Run 1, selected gate families:
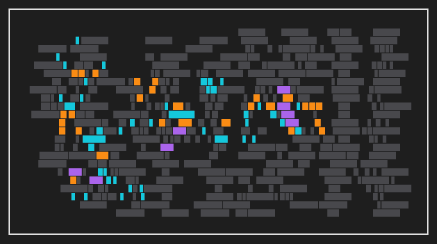
Run 1, nets reached from selected ports:
Bar = 50 um.
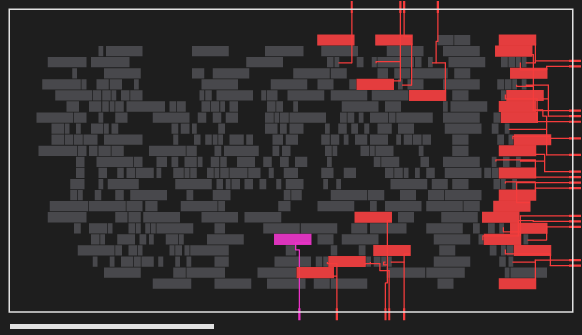
Run 1, routing congestion:
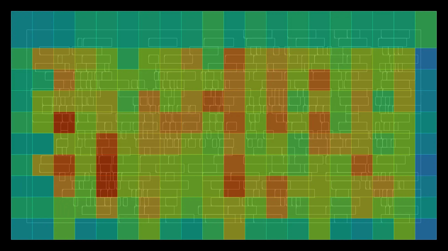
==> config.mk <==
export PLATFORM = sky130hd
export DESIGN_NAME = snes_controller_multi_flat
export DESIGN_NICKNAME = d
export VERILOG_FILES = /design/src/rtl/snes_controller_multi_if.sv /design/src/rtl/snes_controller_multi.sv /design/src/flat_wrapper.sv
export SDC_FILE = /design/constraint.sdc
export NUM_CORES = 1
export LEC_CHECK = 0
export CORE_ASPECT_RATIO = 0.5
export CORE_MARGIN = 5
export CORE_UTILIZATION = 50
export CTS_CLUSTER_SIZE = 40
export DETAILED_ROUTE_END_ITERATION = 8
export DONT_BUFFER_PORTS = 1
export SLEW_MARGIN = 0
export SYNTH_ARGS = -nofsm -noshare
export SYNTH_HDL_FRONTEND = slang
export SYNTH_SLANG_ARGS = --single-unit
==> constraint.sdc <==
create_clock -name CLOCK -period 4.4 [get_ports CLOCK]
set_input_delay 1.32 -clock CLOCK [delete_from_list [all_inputs] [get_ports CLOCK]]
set_output_delay 1.32 -clock CLOCK [all_outputs]
set_load 0.05 [all_outputs]
==> flow_summary.rst, run 1 <==
Flow metrics
------------

.. list-table::
   :header-rows: 1

   * - Metric
     - Value
   * - Area overhead of the layout relative to synthesis
     - 9.07%
   * - Relative contribution of combinational cells to total power
     - 0%
   * - Total of endpoints with negative setup slack in the final report
     - 0
   * - Final Non-Filler Cells
     - 486
   * - Average footprint of a synthesized cell
     - 11.1 um^2
   * - Antenna violations before repair
     - 0
   * - Number of synthesized flops with an enable pin
     - 0
   * - Portion of total power attributed to the clock network
     - 45.1%
   * - Post-CTS setup-driven buffer insertion count
     - 0
   * - Share of flip-flops with an asynchronous set or reset
     - 100%
   * - Data arrival time of the critical path
     - 1030 ps
   * - Final worst-path cycle share
     - 53.5%
   * - Resize count post-CTS
     - 0
   * - CTS tree
     - done
   * - Total gr overflow
     - 0
   * - Final net count
     - 382
   * - Number of nets at floorplan
     - 383
   * - Peak supply drop
     - 0.183 mV
   * - Number of diodes
     - 0
   * - Post-synth regs
     - 93
   * - Synthesized instance count
     - 370
   * - Layout fillers
     - 743
   * - Clock transition at path regs
     - 70 ps
   * - Result of the run
     - finished, final reports clean
   * - Multiplexer share
     - 7.33%
   * - Net switching power
     - 328 uW
   * - Met1 Resource Use GR
     - 20.1%
   * - Crit path launch type
     - flop
   * - Global-route wire length before repair
     - 13100 um
   * - Fmax achieved
     - 425 MHz
   * - Root cell of the clock tree
     - clkbuf_16
   * - Final worst-path setup slack
     - 2050 ps
   * - Worst-case setup slack after placement
     - 2240 ps
   * - Residual DRC
     - 0
   * - Global placement routability congestion
     - 0.833
   * - M1 wire length
     - 3490 um
   * - Class of the most critical hold timing path
     - flop to flop
   * - Largest type area fraction
     - 47.0%
   * - Detailed-router iteration count before antenna repair
     - 4
   * - Clock skew
     - 7.53 ps
   * - WL per Instance
     - 15.3 um
   * - R2R cell count
     - 5
   * - Minimum setup slack among reg-to-reg paths
     - 2240 ps
   * - Power in combinational cells
     - 0.724 uW
   * - Simple share
     - 19.0%
   * - Wirelength, routed
     - 7460 um
   * - Switch share
     - 20.8%
   * - Mean number of vias per cell
     - 5.46
   * - Global-route met3 utilization
     - 6.87%
   * - Largest net degree at the start of global routing
     - 94
   * - Number of cells on the critical path
     - 0
   * - Yosys cell types
     - 51
   * - Number of warning messages in the logs
     - 31
   * - Vias after detailed routing
     - 2652
   * - Highest-count cells in the layout ignoring fill and taps
     - dfrtp_1 (77), nand2_1 (45), nor2_1 (26)
   * - Clock buffers created by TritonCTS
     - 9
   * - Synthesis Warnings
     - 0
   * - Minimum period implied by the final worst setup slack
     - 2350 ps
   * - DIE WIDTH
     - 138 um
   * - Flop+latch power
     - 863 uW
   * - Met2 track utilization from global routing
     - 27.1%
   * - Area fraction in full adders, half adders and majority gates
     - 2.44%
   * - Biggest area cells
     - dfrtp_1 (47%), dfstp_2 (10%), mux2_1 (6.0%), nand2_1 (4.1%), o21ai_0 (2.9%)
   * - Tightest slew margin relative to the limit
     - 51.0%
   * - Share of power burned in registers
     - 54.8%
   * - Worst hold path stage count
     - 0
   * - Uppermost layer routed
     - met4
   * - DP Wirelength
     - 5110 um
   * - DIE HEIGHT
     - 74.0 um
   * - Power in the clock group
     - 710 uW
   * - Fp_density
     - 51.2%
   * - H-tree level count
     - 3
   * - Wire length on met3
     - 437 um
   * - Largest fanout on the critical path
     - 2
   * - Prevailing logic family in the synthesized netlist
     - simple AND/OR/NAND/NOR gates
   * - Power density over the cells
     - 352 nW/um^2
   * - Core footprint
     - 8000 um^2
   * - Aggregate global-route resource usage
     - 16.2%
Back to the opening pictures, 'selected gate families':
Key: purple = adder and majority cells [cells 8]; orange = AND and OR gates [cells 28]; cyan = NOR gates [cells 42]
dominant logic cell type in the layout: dfrtp_1
combinational fraction of the cell area: 37.2%

Back to the opening pictures, 'nets reached from selected ports':
Key: red = bus_BUTTONS [direction output, edge 16 east, 4 north, 4 south, end cells 24, buffers 0, wire 490 um]; magenta = bus_BUSY [direction output, edge south, end cells 1, buffers 0, wire 21.1 um]
I/O pin total: 33
number of buffers added on ports: 0

Back to the opening pictures, 'routing congestion':
final core utilization: 55.9%
busiest metal layer after global routing: met2

==> run 1: layout make-up <==
type,instances,area (um^2),share of cell area [%]
well taps,112,140,3.13
inverters,10,37.5,0.840
flip-flops and latches,93,2350,52.5
multi-input cells,254,1660,37.2
repair buffers,1,7.51,0.168
clock buffers,10,229,5.12
clock inverters,6,46.3,1.04
==> run 1: metrics by stage <==
stage | area (um^2) | utilization (%) | hold slack (ps) | power, mW
2_1_floorplan | 4100 | - | 345 | 0.877
3_3_place_gp | 4200 | 52.4 | 346 | 0.879
3_5_place_dp | 4200 | 52.4 | 347 | 0.879
4_1_cts | 4470 | 55.9 | 358 | 1.60
5_1_grt | 4470 | 55.9 | 364 | 1.63
6_report | 4470 | 55.9 | 360 | 1.57
==> run 1 -> run 2 <==
==> constraint.sdc (replaced) <==
create_clock -name CLOCK -period 2.2 [get_ports CLOCK]
set_input_delay 0.66 -clock CLOCK [delete_from_list [all_inputs] [get_ports CLOCK]]
set_output_delay 0.66 -clock CLOCK [all_outputs]
set_load 0.05 [all_outputs]
Run 2, a small window of the routed layout:
Bar = 10 um. Region (22, 6) to (47, 31) um. Cells in grey, sequential cells in the stronger grey; small squares are vias.
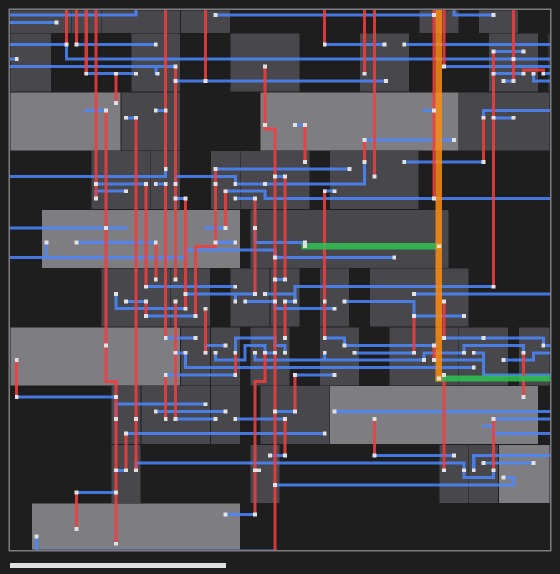
Key: blue = met1; orange = met4; green = met3; red = met2
Sequential cells in the window: 6. Most frequent: nor2_1 (7), nand2_1 (4), xnor2_1 (4). 40 logic cells have their middle in the window.

==> flow_summary.rst, run 2 <==
Flow metrics
------------

.. list-table::
   :header-rows: 1

   * - Metric
     - Value
   * - Result of the run
     - finished, final reports clean
   * - Layout fillers
     - 684
   * - Global-route wire length before repair
     - 13400 um
   * - DIE WIDTH
     - 138 um
   * - Yosys cell types
     - 51
   * - Wirelength, routed
     - 7890 um
   * - Share of power burned in registers
     - 50.6%
   * - Largest net degree at the start of global routing
     - 76
   * - Fmax achieved
     - 479 MHz
   * - Minimum period implied by the final worst setup slack
     - 2090 ps
   * - Final worst-path cycle share
     - 94.8%
   * - Area overhead of the layout relative to synthesis
     - 13.2%
   * - Flop+latch power
     - 1.73 mW
   * - Biggest area cells
     - dfrtp_1 (47%), dfstp_2 (10%), mux2_1 (6.0%), nand2_1 (4.1%), o21ai_0 (2.9%)
   * - Met1 Resource Use GR
     - 21.2%
   * - Busiest metal layer after global routing
     - met2
   * - Uppermost layer routed
     - met4
   * - Final worst-path setup slack
     - 114 ps
   * - Final Non-Filler Cells
     - 498
   * - Portion of total power attributed to the clock network
     - 48.4%
   * - Power density over the cells
     - 734 nW/um^2
   * - H-tree level count
     - 3
   * - Iteration-0 DRC Markers
     - 152
   * - Share of flip-flops with an asynchronous set or reset
     - 100%
   * - DP Wirelength
     - 5290 um
   * - XOR-XNOR Cells, Area Fraction
     - 3.85%
   * - Antenna violations before repair
     - 0
   * - List of most frequent post-synthesis cells
     - dfrtp_1 (77), nand2_1 (45), nor2_1 (26)
   * - Largest type area fraction
     - 47.0%
   * - Final net count
     - 395
   * - Overall power after layout
     - 3.41 mW
   * - Core footprint
     - 8000 um^2
   * - Switch share
     - 20.0%
   * - Wire length on met3
     - 354 um
   * - Post-synth regs
     - 93
   * - Crit path launch type
     - flop
   * - Hold Violations, Final
     - 0
   * - Worst hold slack
     - 21.7 ps
   * - Class of the most critical hold timing path
     - input pin to asynchronous set/reset pin
   * - Prevailing logic family in the synthesized netlist
     - simple AND/OR/NAND/NOR gates
   * - Clock network latency to the later pin of the worst-skew pair
     - 340 ps
   * - Detailed-routed wire length on met2
     - 3610 um
   * - Peak supply drop
     - 0.416 mV
   * - P_leak
     - 2.18 nW
   * - Relative contribution of combinational cells to total power
     - 1.0%
   * - Number of nets at floorplan
     - 383
   * - Synthesis Warnings
     - 0
   * - Average footprint of a synthesized cell
     - 11.1 um^2
   * - Mean number of vias per cell
     - 5.31
   * - Internal portion of total power
     - 2.73 mW
   * - Number of buffers added on ports
     - 0
   * - Met2 track utilization from global routing
     - 26.9%
   * - Detailed-router iteration count before antenna repair
     - 5
   * - Fin area
     - 4640 um^2
   * - Power in the clock group
     - 1.65 mW
   * - Highest-count cells in the layout ignoring fill and taps
     - dfrtp_1 (77), nand2_1 (45), nor2_1 (25)
   * - Standard-cell row count
     - 23
   * - Aggregate global-route resource usage
     - 16.5%
   * - Total gr overflow
     - 0
   * - Resize count post-CTS
     - 0
   * - Synthesized instance count
     - 370
   * - Final core utilization
     - 58.0%
   * - Post-CTS setup-driven buffer insertion count
     - 0
   * - RSZ-0062 raised after global routing
     - no
   * - Vias after detailed routing
     - 2642
   * - Number of diodes
     - 0
   * - Area fraction in full adders, half adders and majority gates
     - 2.44%
   * - Worst-case setup slack after placement
     - 100 ps
   * - Mapped cell area
     - 4100 um^2
   * - Multiplexer share
     - 7.33%
   * - Net switching power
     - 680 uW
   * - Worst path required time
     - 2410 ps
   * - Data arrival time of the critical path
     - 2290 ps
   * - Dominant logic cell type in the layout
     - dfrtp_1
   * - Share of final-layout standard cells stronger than drive strength 1
     - 15.0%
   * - Number of warning messages in the logs
     - 31
   * - Most common flop cell mapped by yosys
     - dfrtp_1
   * - Most used standard cell by instance count after synthesis
     - dfrtp_1
   * - Fp_density
     - 51.2%
   * - Number of synthesized flops with an enable pin
     - 0
   * - Largest area contributor in the synthesized netlist
     - dfrtp_1
   * - Post-DP Area
     - 4260 um^2
   * - Tally of nets with antenna violations remaining after routing
     - 0
   * - Power in combinational cells
     - 33.2 uW
   * - CTS tree
     - done
   * - WL per Instance
     - 15.8 um
   * - Tightest slew margin relative to the limit
     - 47.3%
   * - R2R cell count
     - 5
   * - Number of global-route vias before repair
     - 2656
   * - Worst-Margin Slew
     - 787 ps
   * - Maximum buffer depth of the clock tree
     - 2
   * - M1 wire length
     - 3840 um
   * - Post-synthesis share of cell area spent on and-or and or-and gates
     - 7.94%
   * - Total of endpoints with negative setup slack in the final report
     - 0
   * - Clock skew
     - 9.14 ps
   * - Global-route met3 utilization
     - 5.72%
   * - Clock transition at path regs
     - 70 ps
   * - Simple share
     - 19.0%
   * - Clock buffers created by TritonCTS
     - 9
   * - Root cell of the clock tree
     - clkbuf_16
   * - Global placement routability congestion
     - 0.802
   * - CP Capture Type
     - flop
   * - Minimum setup slack among reg-to-reg paths
     - 110 ps
   * - I/O pin total
     - 33
   * - Largest fanout on the critical path
     - 4
   * - DIE HEIGHT
     - 74.0 um
   * - Residual DRC
     - 0
==> run 2: netlist changes by cell type in the layout (fill, tap and decap cells not counted), sizes merged, moves of 2 or more <==
cell	change
buf	+10
dlygate4sd3	+3
bufinv	+2
clkinv	-2
==> run 2: area by class of cell <==
class | count | area, um^2 | share of cell area, %
Clock inverter | 6 | 93.8 | 2.02
Inverter | 10 | 37.5 | 0.809
Multi-Input combinational cell | 254 | 1670 | 36.0
Tap cell | 112 | 140 | 3.02
Sequential cell | 93 | 2350 | 50.6
Clock buffer | 9 | 225 | 4.85
Timing Repair Buffer | 14 | 125 | 2.70
==> run 2: critical path, cell delays in order, from the launching register on <==
cell     delay [ps]
dfrtp_1         410
or4_4           570
nor4_1          340
nand3_1         210
a21oi_2         300
a31oi_1         130
No activity file was given, so power comes from the tool's default toggle rates.
